met1.png
Bar = 20 µm.
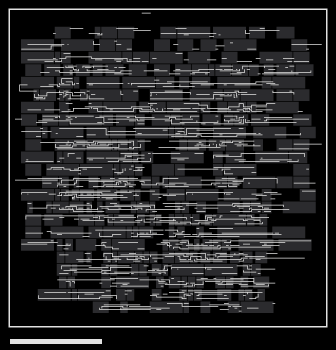
met2.png
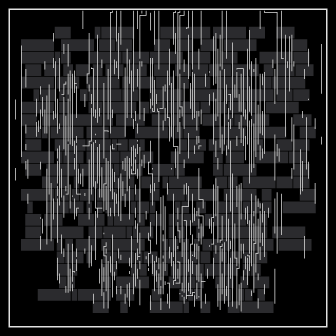
final_placement.png
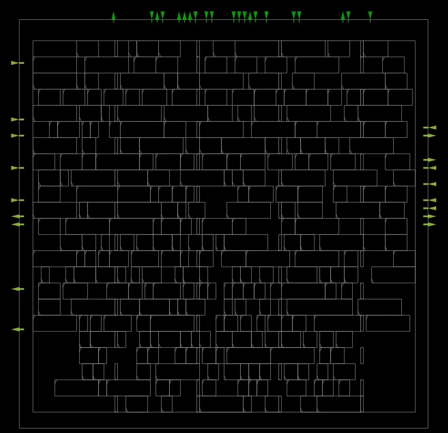
met3.png
Bar = 20 µm.
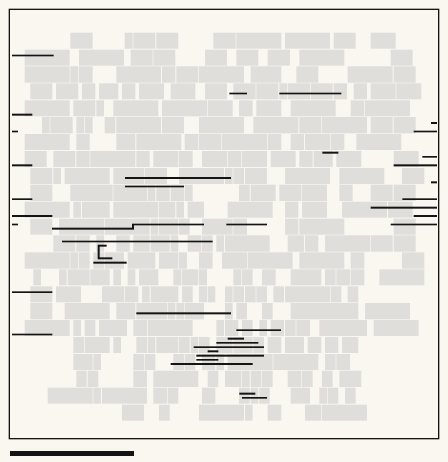
[config.mk]
export PLATFORM = sky130hd
export DESIGN_NAME = matrix_scan_controller
export DESIGN_NICKNAME = d
export VERILOG_FILES = /design/src/rtl/matrix_pkg.sv /design/src/rtl/matrix_scan_timer.sv /design/src/rtl/matrix_scan_controller.sv
export SDC_FILE = /design/constraint.sdc
export NUM_CORES = 1
export LEC_CHECK = 0
export CAP_MARGIN = 5
export CORE_MARGIN = 2
export CORE_UTILIZATION = 57
export DETAILED_ROUTE_END_ITERATION = 7
export GPL_TIMING_DRIVEN = 0
export PLACE_DENSITY_LB_ADDON = 0.25
export SLEW_MARGIN = 20
export SYNTH_ARGS = -nofsm -noshare
export SYNTH_HDL_FRONTEND = slang
export SYNTH_HIERARCHICAL = 1
export SYNTH_SLANG_ARGS = --single-unit
export TNS_END_PERCENT = 1
[constraint.sdc]
create_clock -name clk -period 5.6 [get_ports clk]
set_input_delay 1.12 -clock clk [delete_from_list [all_inputs] [get_ports clk]]
set_output_delay 1.12 -clock clk [all_outputs]
set_load 0.05 [all_outputs]
[src/rtl/matrix_pkg.sv]
// Shared constants, scan FSM encoding and column-mirroring helper for the
// 5x7 LED matrix scan controller.
package matrix_pkg;

  localparam int NUM_COLS = 5;
  localparam int NUM_ROWS = 7;

  localparam logic [NUM_COLS-1:0] COLS_OFF = 5'b11111;
  localparam logic [NUM_ROWS-1:0] ROWS_OFF = 7'b1111111;
  localparam logic [2:0]          LAST_COL = 3'd4;

  typedef enum logic [1:0] {
    OFF   = 2'd0,
    DWELL = 2'd1,
    GAP   = 2'd2
  } scan_state_t;

  typedef enum logic [1:0] {
    SRC_COL0 = 2'd0,
    SRC_COL1 = 2'd1,
    SRC_COL2 = 2'd2
  } src_sel_t;

  // Image is Y-symmetric: outer columns share col_2, inner columns share col_1.
  function automatic src_sel_t mirror_col(input logic [2:0] k);
    src_sel_t sel;
    case (k)
      3'd0, 3'd4: sel = SRC_COL2;
      3'd1, 3'd3: sel = SRC_COL1;
      default:    sel = SRC_COL0;
    endcase
    return sel;
  endfunction

endpackage

[src/rtl/matrix_scan_timer.sv]
// Loadable down-counter; done_o is high while the count sits at zero, which
// marks the last cycle of the interval that was loaded.
module matrix_scan_timer #(
  parameter int CW = 4
) (
  input  logic          clk,
  input  logic          reset,
  input  logic          clr_i,
  input  logic          load_i,
  input  logic [CW-1:0] load_val_i,
  output logic          done_o
);

  logic [CW-1:0] cnt_q;

  always_ff @(posedge clk) begin
    if (reset || clr_i) begin
      cnt_q <= '0;
    end else if (load_i) begin
      cnt_q <= load_val_i;
    end else if (cnt_q != '0) begin
      cnt_q <= cnt_q - CW'(1);
    end
  end

  assign done_o = (cnt_q == '0);

endmodule

[src/rtl/matrix_scan_controller.sv]
// Time-multiplexed 5x7 LED matrix scanner: per-frame image latch, programmable
// dwell and blank gap. Blink support is compiled in with `define MATRIX_BLINK_EN.
module matrix_scan_controller
  import matrix_pkg::*;
#(
  parameter int SCAN_DIV     = 10000,
  parameter int BLANK_CYCLES = 100
`ifdef MATRIX_BLINK_EN
  ,
  parameter int BLINK_FRAMES = 50
`endif
) (
  input  logic                clk,
  input  logic                reset,
  input  logic                enable,
  input  logic [NUM_ROWS-1:0] col_2,
  input  logic [NUM_ROWS-1:0] col_1,
  input  logic [NUM_ROWS-1:0] col_0,
`ifdef MATRIX_BLINK_EN
  input  logic                blink,
`endif
  output logic [NUM_COLS-1:0] matrix_cols,
  output logic [NUM_ROWS-1:0] matrix_rows,
  output logic                frame_start,
  output logic [1:0]          dbg_state_o
);

  localparam int CNT_MAX = (SCAN_DIV > BLANK_CYCLES) ? SCAN_DIV : BLANK_CYCLES;
  localparam int CW      = $clog2((CNT_MAX > 2) ? CNT_MAX : 2);
  localparam logic [CW-1:0] DWELL_LOAD = CW'(SCAN_DIV - 1);
  localparam logic [CW-1:0] GAP_LOAD   = CW'((BLANK_CYCLES > 0) ? BLANK_CYCLES - 1 : 0);

  scan_state_t         state_q, state_d;
  logic [2:0]          col_q, col_d;
  logic [NUM_ROWS-1:0] img2_q, img1_q, img0_q;
  logic [NUM_ROWS-1:0] img2_d, img1_d, img0_d;
  logic                latch, advance, fs_d;
  logic                t_load, t_clr, t_done;
  logic [CW-1:0]       t_val;
  logic [NUM_COLS-1:0] cols_q, cols_d;
  logic [NUM_ROWS-1:0] rows_q, rows_d, sel_img;
  logic                fs_q;
  logic                dark_d;

  matrix_scan_timer #(.CW(CW)) u_timer (
    .clk        (clk),
    .reset      (reset),
    .clr_i      (t_clr),
    .load_i     (t_load),
    .load_val_i (t_val),
    .done_o     (t_done)
  );

  // State register; outputs are registered from next-state values so the
  // pins change on the same edge as the FSM.
  always_ff @(posedge clk) begin
    if (reset) begin
      state_q <= OFF;
      col_q   <= '0;
      img2_q  <= '0;
      img1_q  <= '0;
      img0_q  <= '0;
      cols_q  <= COLS_OFF;
      rows_q  <= ROWS_OFF;
      fs_q    <= 1'b0;
    end else begin
      state_q <= state_d;
      col_q   <= col_d;
      img2_q  <= img2_d;
      img1_q  <= img1_d;
      img0_q  <= img0_d;
      cols_q  <= cols_d;
      rows_q  <= rows_d;
      fs_q    <= fs_d;
    end
  end

  // Next-state logic; enable=0 wins over any frame boundary.
  always_comb begin
    state_d = state_q;
    col_d   = col_q;
    latch   = 1'b0;
    advance = 1'b0;
    fs_d    = 1'b0;
    t_load  = 1'b0;
    t_val   = DWELL_LOAD;
    t_clr   = 1'b0;
    if (!enable) begin
      state_d = OFF;
      col_d   = '0;
      t_clr   = 1'b1;
    end else begin
      case (state_q)
        OFF: begin
          state_d = DWELL;
          col_d   = '0;
          latch   = 1'b1;
          fs_d    = 1'b1;
          t_load  = 1'b1;
        end
        DWELL: begin
          if (t_done) begin
            if (BLANK_CYCLES == 0) begin
              advance = 1'b1;
            end else begin
              state_d = GAP;
              t_load  = 1'b1;
              t_val   = GAP_LOAD;
            end
          end
        end
        GAP: begin
          if (t_done) advance = 1'b1;
        end
        default: state_d = OFF;
      endcase
      if (advance) begin
        state_d = DWELL;
        t_load  = 1'b1;
        if (col_q == LAST_COL) begin
          col_d = '0;
          latch = 1'b1;
          fs_d  = 1'b1;
        end else begin
          col_d = col_q + 3'd1;
        end
      end
    end
    img2_d = latch ? col_2 : img2_q;
    img1_d = latch ? col_1 : img1_q;
    img0_d = latch ? col_0 : img0_q;
  end

`ifdef MATRIX_BLINK_EN
  localparam int FW = $clog2(BLINK_FRAMES + 1);

  logic [FW-1:0] fcnt_q, fcnt_d;
  logic          phase_q, phase_d;

  always_ff @(posedge clk) begin
    if (reset) begin
      fcnt_q  <= '0;
      phase_q <= 1'b0;
    end else begin
      fcnt_q  <= fcnt_d;
      phase_q <= phase_d;
    end
  end

  // The frame started from OFF is always frame 0 of a shown half-period.
  always_comb begin
    fcnt_d  = fcnt_q;
    phase_d = phase_q;
    if (!blink || state_d == OFF) begin
      fcnt_d  = '0;
      phase_d = 1'b0;
    end else if (fs_d && state_q != OFF) begin
      if (int'(fcnt_q) + 1 >= BLINK_FRAMES) begin
        fcnt_d  = '0;
        phase_d = ~phase_q;
      end else begin
        fcnt_d = fcnt_q + FW'(1);
      end
    end
  end

  assign dark_d = phase_d;
`else
  assign dark_d = 1'b0;
`endif

  // Output decode from the next state, column and latched image.
  always_comb begin
    cols_d = COLS_OFF;
    rows_d = ROWS_OFF;
    case (mirror_col(col_d))
      SRC_COL2: sel_img = img2_d;
      SRC_COL1: sel_img = img1_d;
      default:  sel_img = img0_d;
    endcase
    if (state_d == DWELL && !dark_d) begin
      cols_d = ~(NUM_COLS'(1) << col_d);
      rows_d = ~sel_img;
    end
  end

  assign matrix_cols = cols_q;
  assign matrix_rows = rows_q;
  assign frame_start = fs_q;
  assign dbg_state_o = state_q;

endmodule

==> flow_summary.toml <==
# flow metrics
[run_status]
status = "completed"

[worst_hold_path]
hold_class = "flop to flop"
min_from = "img1_q[2]"
whs_path_depth = 2
min_to = "img1_q[2]"

[critical_path]
cp-start-kind = "flop"
end_kind = "flop"
crit_buf_inv = 4
r2r_start = "u_timer/cnt_q[0]"
critical_path.max_stage_delay_ps = 470
crit_top_cell = "buf_2"
timing_worst_setup_path_type = "flop to flop"
crit_path_end = "matrix_rows[6]"
startpoint = "u_timer/cnt_q[0]"
reg2reg_depth = 11
regToRegSetupSlack_ps = 1970
r2r_end = "matrix_rows[6]"
required_ps = 5780
crit_chain = "inv_1 > ha_1 > or4b_1 > buf_2 > nor4_4 > buf_6 > nand3_1 > a211oi_1 > buf_2 > mux2_2 > a222oi_1"
path_depth = 11
worstPathMaxFanout = 16
crit_slowest_cell = "a211oi_1"
cpLargestDelayFamily = "simple AND/OR/NAND/NOR gates"
arrival_ps = 3810

[detailed_routing]
drtPass1Iterations = 4
drc = 0
via_per_inst = 5.749
drt-total-wl_mm = 5.341
post_drt_wl_per_cell_um = 15.26
ant_nets = 0
routed-via-count = 2012
first_iter_violations = 195

[global_routing]
use_met2_pct = 40.63
grt_pass1_wl_mm = 8.604
grt_max_degree = 17
antenna_found_initial = 0
grt_pass1_vias = 1864
busiest_layer = "met2"
track_usage_pct = 24.77
met3_usage_pct = 5.357
met1_usage_pct = 32.55
grt-ovfl-total = 0

[clocking]
insertion_delay_ps = 310
cts_buffer_depth = 2
cts_made_buffers = 5
hold_buffers = 0
cts_root_buf = "clkbuf_8"
cts_tree = "yes"
clkTransAtPathRegs_ps = 90
ctsHtreeMaxLevel = 2
cts_resized = 0
cts_setup_buffers = 0
cts_sinks = 53

[power_and_ir_drop]
leakage_nw = 1.141
cellPowerDensity_nw_per_um2 = 295.3
irDropWorstVdd_uv = 183.0
p_total_w = 0.0008760

[job]
max_cap_violations = 0
tool_warnings = 27

[yosys]
mux_area_share_pct = 11.01
synthAoiAreaFrac_pct = 15.45
synth_area_per_cell_um2 = 9.589
xor_area_share_pct = 1.096
yosysCellCount = 250
synth.cell_area_um2 = 2397
edf_count = 0
ys_ff = 53
yosys.stat.chipArea_um2 = 2397
top_cell_area_share_pct = 44.26
ys_top_cells_by_area = "dfxtp_1 (44%), mux2_2 (8.9%), nor2b_1 (5.5%)"
yosys_warnings = 6
synthTopLogicFamily = "simple AND/OR/NAND/NOR gates"
synth.distinct_cells = 50
synthSimpleGateAreaFrac_pct = 22.08
synth-adder-area-share_pct = 1.566
synth_area_leader_cell = "dfxtp_1"
async_flop_share_pct = 0
postSynthSeqShare_pct = 44.26
ys.flop_type = "dfxtp_1"
syn_inst = 250

[placement]
globalplace.congestion = 0.8489
port_buffers = 38
hpwl_mm = 3.925
placed_cells = 342

[timing]
relSlewSlack_pct = 55.01
finalSetupViolCount = 0
clock_skew_ps = 6.983
tightest_slew_ps = 672.8
hold_viol_final = 0
rsz0062_at_grt = "false"
max_freq_mhz = 275.5
post-route-period-util_pct = 64.81
maxSlewViolCount = 0
period_needed_ps = 3630
tns_ps = 0

[cells_and_area]
diodes = 0
comb_area_um2 = 1250
layout.nets = 326
syn2layout_area_growth_pct = 23.75
layout.cells.most_common = "dfxtp_1"
drive_above_1_share_pct = 14.67
most-common-layout-cells = "dfxtp_1 (53), clkdlybuf4s50_1 (38), nor2b_1 (21)"
regArea_um2 = 1061
n_fill_cell = 312

[floorplan]
io_pins = 39
die_w_um = 68.85
dieArea_um2 = 4740
fp.coreArea_um2 = 4029
die_y_um = 68.85
core_util_floorplan_pct = 59.50
About met1.png:
wire length on this layer: 2410 µm
share of all routed wire: 45%

About met2.png:
wire length on this layer: 2610 µm
longest straight run: 28.9 µm

About final_placement.png:
fin cells: 350
Std-Cell Rows: 23
Core Util, Final: 73.63%
# Taps: 50

About met3.png:
longest straight run: 23.9 µm
main direction: horizontal

## where the power goes
part	leakage [nW]	internal, W	switching (W)
clock network	0.0554	0.000134	0.000125
logic	0.651	0.0000941	0.000107
registers	0.435	0.000401	0.0000148
total	1.14	0.000629	0.000247
## cell families (layout without fill, tap and decap cells)
group                      after synthesis  in the layout
AOI/OAI and AO/OA                       55             55
muxes                                   24             24
xor gates and xnor gates                 3              3
and+or+nand+nor                         88             88
adders and majority gates                3              3
other                                    2              6
buffers and inverters                   22             68
DFF                                     53             53
## flip-flops by register name, summed over array words and instances (netlist names)
signal and flops:
img1_q 7, u_timer/cnt_q 14, col_q 3, img0_q 7, matrix_rows 7, frame_start 1, img2_q 7, dbg_state_o 2
matrix_cols 5
## synthesized netlist by cell type, types with 3 or more instances
cell type	n
ha_1	3
a31oi_1	4
a222oi_1	4
nand3_1	7
nor3_1	4
o21ai_0	20
nor2b_1	21
nor4_1	5
nand2_1	10
or4_1	4
mux2i_1	5
or3_1	8
dfxtp_1	53
a21oi_1	8
a221oi_1	3
mux2_2	19
inv_1	10
clkbuf_1	7
buf_2	3
nor2_1	12
or2_2	4
## cell type report
type,count,area share (%)
Buffer,12,2.151
Multi-Input combinational cell,179,42.13
Clock inverter,2,1.307
Inverter,10,1.265
Clock buffer,6,2.446
Tap cell,50,2.109
Sequential cell,53,35.77
Timing Repair Buffer,38,12.82
## per-stage QoR
stage	setup WS (ps)	area, µm²	hold WS, ps
6_report	1970	2967	504.7
5_1_grt	1724	2967	530.6
4_1_cts	1949	2967	510.8
3_5_place_dp	1932	2855	482.1
3_3_place_gp	2027	2855	474.1
2_1_floorplan	2513	2412	455.2
## layer usage
metal	up-vias	share of wire (%)
met1	955	45
met5	-	0
li1	995	-
met3	6	4.8
met2	56	49
met4	0	1.2
Power figures rest on the tool's default switching activity, not on a simulated workload.
